==> src/rtl/uart_arb_pkg.sv <==
// Shared types and constants for the two-requester UART register port arbiter.
// Included by the arbiter top and its round-robin picker.
package uart_arb_pkg;

  localparam int UART_DW    = 32;
  localparam int UART_AW    = 2;
  localparam int LOCK_CNT_W = 8;

  typedef enum logic [1:0] {
    ST_IDLE  = 2'd0,
    ST_ISSUE = 2'd1,
    ST_DONE  = 2'd2,
    ST_HOLD  = 2'd3
  } arb_state_t;

  typedef logic mid_t;

endpackage

==> src/rtl/uart_port_arbiter_picker.sv <==
// Two-way round-robin picker: names the winner among pending requests and,
// when told a grant was taken, moves its preference to the other requester.
module uart_rr_picker
  import uart_arb_pkg::*;
(
  input  logic       i_clk,
  input  logic       i_rst,
  input  logic [1:0] i_req,
  input  logic       i_advance,
  output mid_t       o_winner
);

  mid_t r_ptr;

  // A lone request wins outright; the pointer only breaks ties.
  always_comb begin
    if (i_req == 2'b11) begin
      o_winner = r_ptr;
    end else if (i_req[1]) begin
      o_winner = 1'b1;
    end else begin
      o_winner = 1'b0;
    end
  end

  always_ff @(posedge i_clk or posedge i_rst) begin
    if (i_rst) begin
      r_ptr <= 1'b0;
    end else if (i_advance) begin
      r_ptr <= ~o_winner;
    end
  end

endmodule

==> src/rtl/uart_port_arbiter.sv <==
// Shares one UART register port between M0 (CPU) and M1 (debug/boot) with
// round-robin arbitration and an optional ownership lock with idle timeout.
//
// Handshake: a requester raises REQ with stable command fields and holds them
// until its one-cycle ACK; the UART side sees exactly one WE/RE strobe cycle
// (ISSUE) per transaction, and ACK follows in the next cycle (DONE).
module uart_port_arbiter
  import uart_arb_pkg::*;
#(
  parameter int DW       = UART_DW,
  parameter int AW       = UART_AW,
  parameter int LOCK_MAX = 255
) (
  input  logic          CLK,
  input  logic          RESET,
  input  logic          M0_REQ,
  input  logic          M1_REQ,
  input  logic          M0_LOCK,
  input  logic          M1_LOCK,
  input  logic          M0_WE,
  input  logic          M1_WE,
  input  logic          M0_RE,
  input  logic          M1_RE,
  input  logic [AW-1:0] M0_A,
  input  logic [AW-1:0] M1_A,
  input  logic [DW-1:0] M0_WD,
  input  logic [DW-1:0] M1_WD,
  output logic          M0_ACK,
  output logic          M1_ACK,
  output logic [DW-1:0] M0_RD,
  output logic [DW-1:0] M1_RD,
  output logic          U_WE,
  output logic          U_RE,
  output logic [AW-1:0] U_A,
  output logic [DW-1:0] U_WD,
  input  logic [DW-1:0] U_RD,
  output logic          OWNER,
  output logic          LOCKED,
  output arb_state_t    DBG_STATE
);

  localparam logic [LOCK_CNT_W-1:0] LOCK_LIMIT = LOCK_CNT_W'(LOCK_MAX);

  arb_state_t            r_state;
  mid_t                  r_owner;
  logic                  r_locked;
  logic [LOCK_CNT_W-1:0] r_cnt;
  logic [DW-1:0]         r_rd0;
  logic [DW-1:0]         r_rd1;

  logic [1:0]            w_req;
  logic                  w_grant;
  mid_t                  w_winner;
  logic                  w_issue;
  logic                  w_own_req;
  logic                  w_own_lock;
  logic                  w_own_we;
  logic                  w_own_re;
  logic [AW-1:0]         w_own_a;
  logic [DW-1:0]         w_own_wd;
  logic [LOCK_CNT_W-1:0] w_cnt_inc;

  assign w_req     = {M1_REQ, M0_REQ};
  assign w_grant   = (r_state == ST_IDLE) && (|w_req);
  assign w_issue   = (r_state == ST_ISSUE);
  assign w_cnt_inc = r_cnt + 1'b1;

  uart_rr_picker u_picker (
    .i_clk     (CLK),
    .i_rst     (RESET),
    .i_req     (w_req),
    .i_advance (w_grant),
    .o_winner  (w_winner)
  );

  assign w_own_req  = r_owner ? M1_REQ  : M0_REQ;
  assign w_own_lock = r_owner ? M1_LOCK : M0_LOCK;
  assign w_own_we   = r_owner ? M1_WE   : M0_WE;
  assign w_own_re   = r_owner ? M1_RE   : M0_RE;
  assign w_own_a    = r_owner ? M1_A    : M0_A;
  assign w_own_wd   = r_owner ? M1_WD   : M0_WD;

  always_ff @(posedge CLK or posedge RESET) begin
    if (RESET) begin
      r_state  <= ST_IDLE;
      r_owner  <= 1'b0;
      r_locked <= 1'b0;
      r_cnt    <= '0;
      r_rd0    <= '0;
      r_rd1    <= '0;
    end else begin
      case (r_state)
        ST_IDLE: begin
          if (w_grant) begin
            r_owner <= w_winner;
            r_state <= ST_ISSUE;
          end
        end
        ST_ISSUE: begin
          // Read data is combinational from U_A, so it is valid this cycle.
          if (r_owner) begin
            r_rd1 <= U_RD;
          end else begin
            r_rd0 <= U_RD;
          end
          r_state <= ST_DONE;
        end
        ST_DONE: begin
          if (w_own_lock) begin
            r_state  <= ST_HOLD;
            r_locked <= 1'b1;
            r_cnt    <= '0;
          end else begin
            r_state  <= ST_IDLE;
            r_locked <= 1'b0;
          end
        end
        ST_HOLD: begin
          if (w_own_req) begin
            r_state <= ST_ISSUE;
          end else if (!w_own_lock || (w_cnt_inc == LOCK_LIMIT)) begin
            r_state  <= ST_IDLE;
            r_locked <= 1'b0;
            r_cnt    <= '0;
          end else begin
            r_cnt <= w_cnt_inc;
          end
        end
        default: r_state <= ST_IDLE;
      endcase
    end
  end

  // Port drive is decoded from registered state so reset drops it at once.
  assign U_WE = w_issue & w_own_we;
  assign U_RE = w_issue & w_own_re & ~w_own_we;
  assign U_A  = w_issue ? w_own_a  : '0;
  assign U_WD = w_issue ? w_own_wd : '0;

  assign M0_ACK    = (r_state == ST_DONE) && !r_owner;
  assign M1_ACK    = (r_state == ST_DONE) &&  r_owner;
  assign M0_RD     = r_rd0;
  assign M1_RD     = r_rd1;
  assign OWNER     = r_owner;
  assign LOCKED    = r_locked;
  assign DBG_STATE = r_state;

endmodule

==> config.mk <==
export PLATFORM = sky130hd
export DESIGN_NAME = uart_port_arbiter
export DESIGN_NICKNAME = d
export VERILOG_FILES = /design/src/rtl/uart_arb_pkg.sv /design/src/rtl/uart_port_arbiter_picker.sv /design/src/rtl/uart_port_arbiter.sv
export SDC_FILE = /design/constraint.sdc
export NUM_CORES = 1
export LEC_CHECK = 0
export CORE_MARGIN = 8
export CORE_UTILIZATION = 35
export DETAILED_ROUTE_END_ITERATION = 10
export GPL_ROUTABILITY_DRIVEN = 1
export GPL_TIMING_DRIVEN = 0
export MAX_ROUTING_LAYER = met4
export PLACE_DENSITY = 0.86
export SLEW_MARGIN = 20
export SYNTH_ARGS = -nofsm -noshare
export SYNTH_HDL_FRONTEND = slang
export SYNTH_SLANG_ARGS = --single-unit
==> constraint.sdc <==
create_clock -name CLK -period 6 [get_ports CLK]
set_input_delay 0.6 -clock CLK [delete_from_list [all_inputs] [get_ports CLK]]
set_output_delay 0.6 -clock CLK [all_outputs]
set_load 0.02 [all_outputs]
Fig. 1: run 1, a small window of the routed layout
Bar = 5 microns. Region (50, 74) to (70, 94) microns. Cells in gray, sequential cells in the stronger gray; small squares are vias.
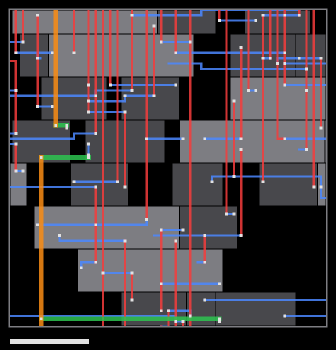
[green] met3
[blue] met1
[red] met2
[orange] met4
most frequent: clkdlybuf4s50_1 (7), dfrtp_1 (6), mux2_2 (4)
sequential cells in the window: 6
netlist names of flops here include: `M0_RD` (3), `M1_RD` (3)
cells with their middle in the window: 22

Fig. 2: run 1, I/O pins on the die edge
Bar = 20 microns. Pins as bars across the die edge, other pins in gray.
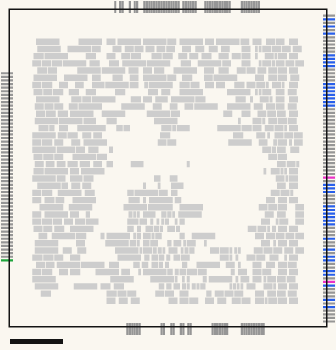
[blue] `M1_WD` | pins: 32 | direction: input | edge: right
[green] `CLK` | pins: 1 | direction: input | edge: left
[magenta] `M0_A` | pins: 2 | direction: input | edge: right
all pins by edge: 86 right, 53 left, 46 top, 31 bottom

Fig. 3: run 1, routed metal per tile
24 x 24 tiles, from white (low) to dark blue (high), scaled to the fullest tile. Values are wire area over tile area, all layers added.
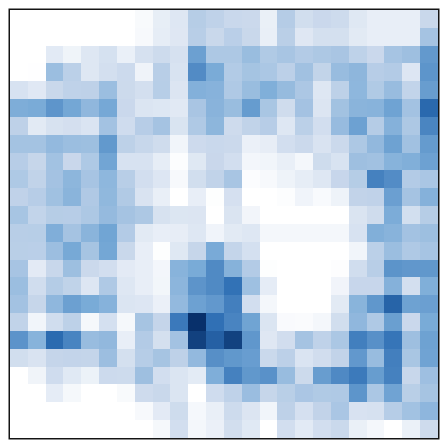
fullest tile: 0.57
tiles over half the peak: 13%
mean over tiles: 0.15

Fig. 4: run 1, clock nets
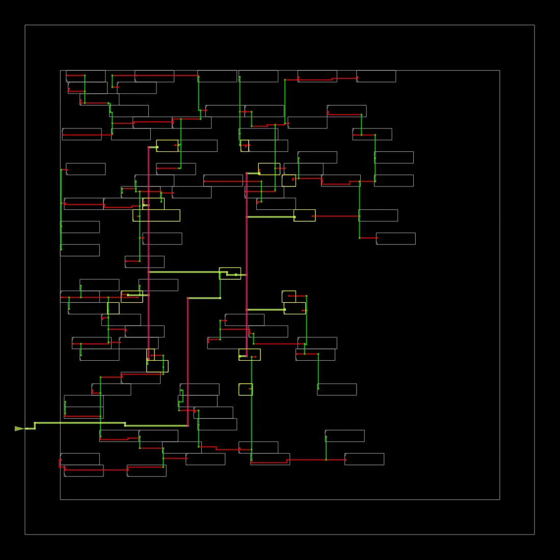
registers: 77
cts bufs inserted: 9
clk_skew: 0.0101 ns
Clock Sinks: 77
P_clk: 389 uW

==> metrics.cfg, run 1 <==
[outcome]
status = finished, final reports clean

[setup_path]
max_stage_delay_ns = 0.68
rrSetupSlack_ns = 3.97
cp-end-kind = output port
path_max_fanout = 10
reg2reg_to = M0_RD[27]
cp.arrival_ns = 2.45
worstPathCellList = buf_2, buf_1, nor3b_1, clkdlybuf4s50_1
crit_type = flip-flop to output port
cp_num_cells = 4
r2r_cells = 5

[finish]
diodes = 0
sh_comb_area = 0.274
clock_buffers = 9
stdcell_area_sq_um = 6290
mostFrequentLayoutCell = clkdlybuf4s50_1
seq_share = 0.306
fillers = 849
drive_above_1_share = 0.185
layout.nonclk_buf_frac = 0.358
buffers_excl_clock = 232
layout.area.comb_sq_um = 1720
fin_util = 0.606
inv_count = 4
seqCellArea_sq_um = 1930

[placed_design]
placed_cell_area_sq_um = 6090
dp_hpwl_microns = 10600
placed_cells = 665
place.gp.congestion = 0.879
portBuffers = 215

[synthesis]
edf_count = 0
async_reset_ff_frac = 1.00
common_cells = dfrtp_1, mux2_2, nor2_1
synthMuxAreaShare = 0.294
synth_nets = 425
ys_sh_aoi = 0.0665
top_cells_by_area = dfrtp_1, mux2_2, mux2i_1
ys_top_logic_family = multiplexers
ys_sh_simple = 0.0905
adder_share = 0.00668
synth.most_common_cell = dfrtp_1
yosys_cells = 313
syn_area_sq_um = 3750
numSynthFlops = 77
syn_inst = 313

[routing]
drt_first_iter_violations = 152
dr_wl_met3_microns = 1220
vias = 3412
drc_errors = 0
ant_nets = 0

[sta]
max-slew-margin-rel = 0.564
report.final.slew_viol_count = 0
finalHoldViolCount = 0
tns_ns = 0
max_freq_mhz = 328

[floorplanning]
die_x_microns = 119
fp.dieH_microns = 119
die-area_sq_um = 14300
core_area_sq_um = 10400

[power]
p_clk_frac = 0.117
seq_power_share = 0.273
seq-power_uw = 908
vdd_drop_max_mv = 0.343
internal_power_mw = 1.98
p_sw_mw = 1.35
power_mw = 3.33

[job]
openroad.warnings = 27
max_cap_viol_count = 0

[cts]
cts_resized = 0
cts_tree = yes

[grt]
overflow = 0
use_met2 = 0.305
antenna_found_initial = 0

[hold_path]
hold_path.class = flip-flop to flip-flop
min_to = M1_RD[0]

Fig. 5: run 1, logic cells by family
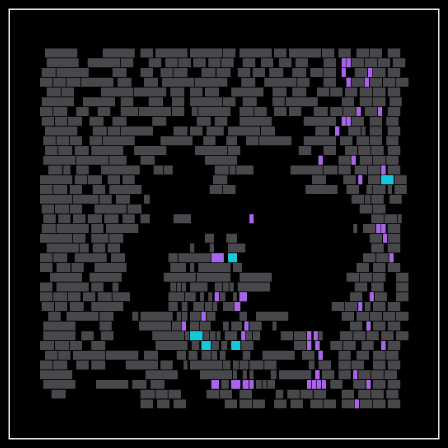

--- run 2 (diff from run 1) ---
--- a/config.mk
+++ b/config.mk
@@ -11,7 +11,7 @@
 export GPL_ROUTABILITY_DRIVEN = 1
 export GPL_TIMING_DRIVEN = 0
 export MAX_ROUTING_LAYER = met4
-export PLACE_DENSITY = 0.86
+export PLACE_DENSITY = 0.89
 export SLEW_MARGIN = 20
 export SYNTH_ARGS = -nofsm -noshare
 export SYNTH_HDL_FRONTEND = slang
==> constraint.sdc (replaced) <==
create_clock -name CLK -period 2.7 [get_ports CLK]
set_input_delay 0.27 -clock CLK [delete_from_list [all_inputs] [get_ports CLK]]
set_output_delay 0.27 -clock CLK [all_outputs]
set_load 0.02 [all_outputs]
Fig. 6: run 2, logic cells by family
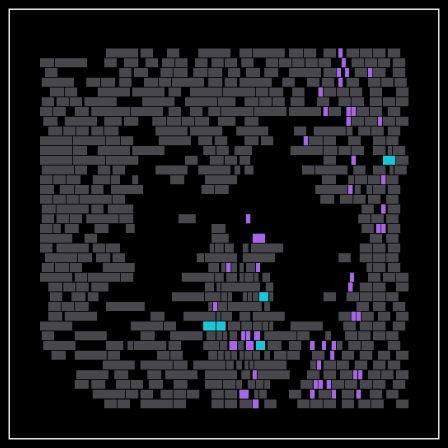
[purple] NOR gates | cells: 49
[cyan] AND-OR and OR-AND gates | cells: 5
post-route insts no fill: 681
most frequent logic cell in the layout: clkdlybuf4s50_1
Comb/total area: 0.271

Fig. 7: run 2, routed metal per tile
24 x 24 tiles, from white (low) to dark blue (high), scaled to the fullest tile. Values are wire area over tile area, all layers added.
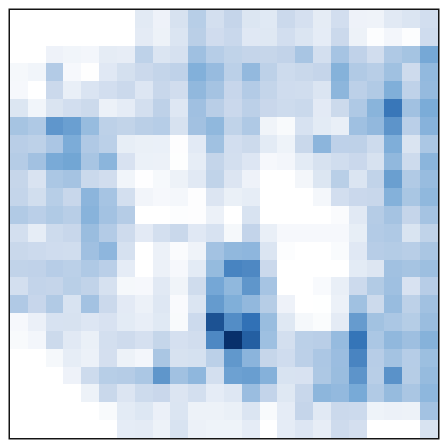
emptiest ninth of the die: lower left
fullest tile: 0.68
nearly empty tiles: 13%
tiles over half the peak: 4.7%
mean over tiles: 0.15
routed wire length: 13,100 microns
via count: 3,400
GRT Util Overall: 0.183
WL/cell: 19.3 microns

Fig. 8: run 2, I/O pins on the die edge
Bar = 20 microns. Pins as bars across the die edge, other pins in gray.
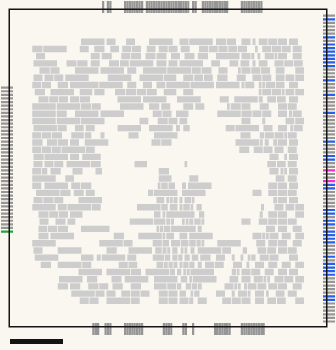
[magenta] `M0_A` | pins: 2 | direction: input | edge: right
[blue] `M1_WD` | pins: 32 | direction: input | edge: right
[green] `CLK` | pins: 1 | direction: input | edge: left
all pins by edge: 86 right, 51 top, 41 left, 38 bottom
DIE HEIGHT: 119 microns
port bufs: 215

==> metrics.cfg, run 2 <==
[outcome]
status = finished, final reports clean

[setup_path]
r2r_cells = 6
cp_num_cells = 5
path_buffers = 3
critPathSlowestCell = clkdlybuf4s50_1
rrSetupSlack_ns = 0.60
r2r-start = r_cnt[0]
crit_end = U_WD[2]
crit_type = flip-flop to output port
max_stage_delay_ns = 0.63
cp-end-kind = output port
worstPathCellList = inv_1, nand2_2, clkbuf_2, nor2_1, clkdlybuf4s50_1
reg2reg_to = DBG_STATE[0]
crit_family = buffers and inverters
path_max_fanout = 10
cp.arrival_ns = 2.28

[grt]
overflow = 0
antenna_found_initial = 0
grt_max_degree = 42
grt_pass1_vias = 3719
grt_pass1_wl_microns = 20300
use_met2 = 0.302
top_usage_layer = met2
gr-usage-met3 = 0.0590

[power]
power_mw = 7.62
p_sw_mw = 3.00
comb_power_share = 0.593
p_clk_frac = 0.144
p_per_area_nw_per_um2 = 1200
p_comb_mw = 4.52
clock_power_mw = 1.10
seq_power_share = 0.263
vdd_drop_max_mv = 0.683
internal_power_mw = 4.62
seq-power_mw = 2.01

[finish]
seqCellArea_sq_um = 1930
inv_count = 4
fillers = 823
area_growth_pct = 69.6
drive_above_1_share = 0.193
buffers_excl_clock = 232
layout.area.comb_sq_um = 1720
diodes = 0
clock_buffers = 10
layout.nonclk_buf_frac = 0.355
stdcell_area_sq_um = 6350
seq_cells = 77
seq_share = 0.303
fin_util = 0.613
largestClassByArea = non-clock buffers
clkCellAreaFrac = 0.0404

[floorplanning]
io_pins = 216
die-area_sq_um = 14300
core_area_sq_um = 10400
die_x_microns = 119
n_tap_cell = 136
rows = 37
fp_util = 0.361

[synthesis]
yosys-stat-area_sq_um = 3750
numSynthFlops = 77
ys_sh_simple = 0.0905
adder_share = 0.00668
common_cells = dfrtp_1, mux2_2, nor2_1
syn_inst = 313
syn_area_sq_um = 3750
avgSynthCellArea_sq_um = 12.0
synthMuxAreaShare = 0.294
async_reset_ff_frac = 1.00
ys_top_logic_family = multiplexers
synth.most_common_cell = dfrtp_1
yosys_cells = 313
yosys_warnings = 0
synth_top_area_share = 0.514
yosysTopAreaCell = dfrtp_1
synth_nets = 425
ys_sh_aoi = 0.0665
flop_cell = dfrtp_1
edf_count = 0
top_cells_by_area = dfrtp_1, mux2_2, mux2i_1

[placed_design]
placed_cell_area_sq_um = 6090
place.gp.congestion = 0.877
dp_hpwl_microns = 10400
placed_cells = 665

[sta]
rsz0062_at_grt = false
setup_ws_ns = 0.148
finClkSkew_ns = 0.0105
whs_ns = 0.295
tns_ns = 0
fin_crit_ns = 2.55
max-slew-margin-rel = 0.688
finalHoldViolCount = 0
tightest_slew_ns = 0.468
report.final.slew_viol_count = 0
max_freq_mhz = 392
finalClockPeriodUsage = 0.945

[hold_path]
hold_path.class = primary input to asynchronous set/reset pin

[routing]
top_layer = met4
dr_wl_met3_microns = 1100
wl_met1_microns = 5490
ant_nets = 0
drt_first_iter_violations = 117
dr.pass1.iters = 4
drc_errors = 0

[cts]
ctsHoldBuffers = 0
cts-buffers-inserted = 9
clkLatencyLatePin_ns = 0.35
ctsLongestPathBuffers = 2
cts_resized = 1
htree_levels = 3
cts_setup_buffers = 0
path_clk_slew_ns = 0.09
clock-sinks = 77
cts-root-buf = clkbuf_8
cts_tree = yes

[job]
openroad.warnings = 27
max_cap_viol_count = 0

Fig. 9: run 2, clock nets
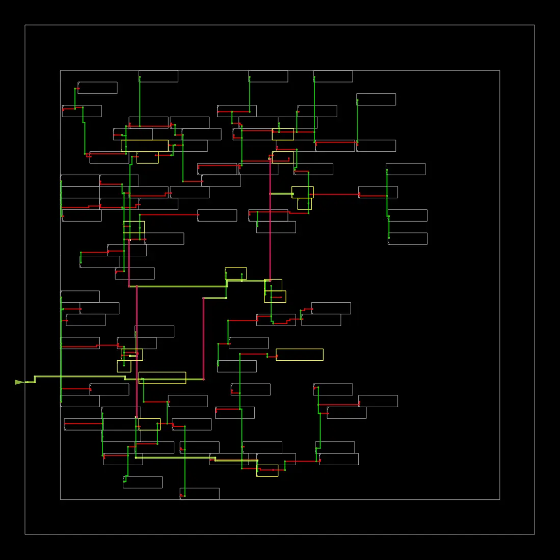

--- run 3 (diff from run 2) ---
--- a/config.mk
+++ b/config.mk
@@ -12,6 +12,7 @@
 export GPL_TIMING_DRIVEN = 0
 export MAX_ROUTING_LAYER = met4
 export PLACE_DENSITY = 0.89
+export RECOVER_POWER = 100
 export SLEW_MARGIN = 20
 export SYNTH_ARGS = -nofsm -noshare
 export SYNTH_HDL_FRONTEND = slang
Fig. 10: run 3, clock nets
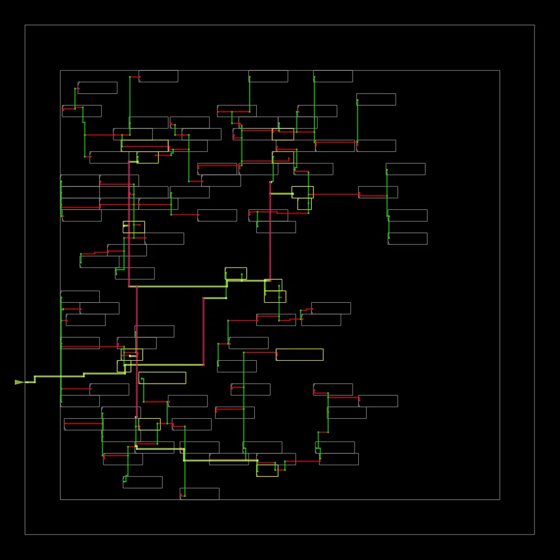
worst skew pair latency: 0.35 ns
clock buf count: 10
clk_skew: 0.0112 ns
P_clk: 1.10 mW

Fig. 11: run 3, logic cells by family
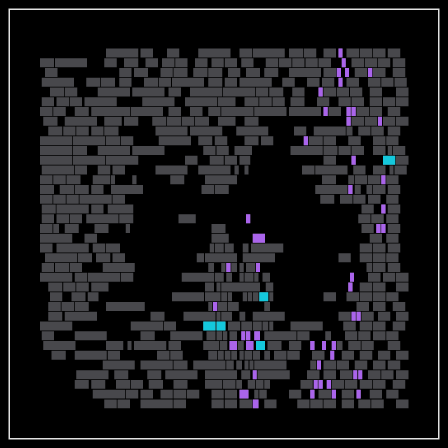
[purple] NOR gates | cells: 49
[cyan] AND-OR and OR-AND gates | cells: 5

==> metrics.cfg, run 3 <==
[setup_path]
rrSetupSlack_ns = 0.36
cp-end-kind = output port
path_max_fanout = 10
crit_type = flip-flop to output port
path_buffers = 3
crit_end = U_RE
reg2reg_to = M0_RD[0]
worstPathCellList = buf_2, clkbuf_2, o32a_1, nor2_1, clkdlybuf4s50_1
r2r_cells = 5
crit_family = buffers and inverters
critPathSlowestCell = clkdlybuf4s50_1
max_stage_delay_ns = 0.61
r2r-start = DBG_STATE[1]

[routing]
wl_microns = 13100
dr.pass1.iters = 4
ant_nets = 0
drt_first_iter_violations = 133
drc_errors = 0
top_layer = met4
wl_met1_microns = 5420
dr_wl_met3_microns = 1120
vias = 3395

[grt]
top_usage_layer = met2
overflow = 0
grt_pass1_vias = 3719
grt_pass1_wl_microns = 20300
use_met2 = 0.302
grtUsageTotal = 0.183
gr-usage-met3 = 0.0590
antenna_found_initial = 0
grt_max_degree = 42

[sta]
tns_ns = 0
fin_crit_ns = 2.60
whs_ns = 0.496
max_freq_mhz = 385
tightest_slew_ns = 1.64
setup_ws_ns = 0.104
finalClockPeriodUsage = 0.962
max-slew-margin-rel = -0.101
report.final.slew_viol_count = 37
rsz0062_at_grt = false
finalHoldViolCount = 0

[cts]
cts_setup_buffers = 0
cts_tree = yes
ctsHoldBuffers = 0
cts-root-buf = clkbuf_8
clock-sinks = 77
htree_levels = 3
cts-buffers-inserted = 9
path_clk_slew_ns = 0.09
cts_resized = 1

[finish]
stdcell_count = 681
seqCellArea_sq_um = 1930
clkCellAreaFrac = 0.0407
largestClassByArea = non-clock buffers
fillers = 835
mostFrequentLayoutCell = clkdlybuf4s50_1
layout.nonclk_buf_frac = 0.355
buffers_excl_clock = 232
sh_comb_area = 0.269
seq_cells = 77
inv_count = 4
area_growth_pct = 68.4
diodes = 0
layout.area.comb_sq_um = 1700
fin_util = 0.608
seq_share = 0.305
drive_above_1_share = 0.174

[synthesis]
top_cells_by_area = dfrtp_1, mux2_2, mux2i_1
synth_top_area_share = 0.514
yosysTopAreaCell = dfrtp_1
syn_area_sq_um = 3750
ys_sh_aoi = 0.0665
async_reset_ff_frac = 1.00
edf_count = 0
common_cells = dfrtp_1, mux2_2, nor2_1
synthMuxAreaShare = 0.294
avgSynthCellArea_sq_um = 12.0
adder_share = 0.00668
syn_inst = 313
flop_cell = dfrtp_1
yosys-stat-area_sq_um = 3750
yosys_cells = 313
ys_top_logic_family = multiplexers
synth_nets = 425

[power]
power_mw = 7.37
seq-power_mw = 1.98
p_per_area_nw_per_um2 = 1170
p_sw_mw = 2.97
p_comb_mw = 4.29
p_leak_nw = 2.64
internal_power_mw = 4.40
seq_power_share = 0.269

[outcome]
violations = max-capacitance violations, max-slew violations
status = finished, violations left

[job]
openroad.warnings = 27
max_cap_viol_count = 1

[floorplanning]
die-area_sq_um = 14300
io_pins = 216
n_tap_cell = 136
fp.dieH_microns = 119
core_area_sq_um = 10400
rows = 37

[placed_design]
portBuffers = 215
dp_hpwl_microns = 10400
placed_cell_area_sq_um = 6090

[hold_path]
min_to = u_picker.r_ptr
hold_path.class = flip-flop to flip-flop

Fig. 12: run 3, a small window of the routed layout
Bar = 5 microns. Region (50, 74) to (70, 94) microns. Cells in gray, sequential cells in the stronger gray; small squares are vias.
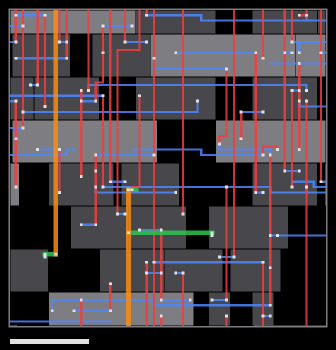
[blue] met1
[red] met2
[green] met3
[orange] met4
netlist names of flops here include: `M0_RD` (3), `M1_RD` (2)
most frequent: mux2_2 (6), dfrtp_1 (5), dlygate4sd3_1 (5)
cells with their middle in the window: 24
sequential cells in the window: 5

Power and IR drop assume default switching activity.
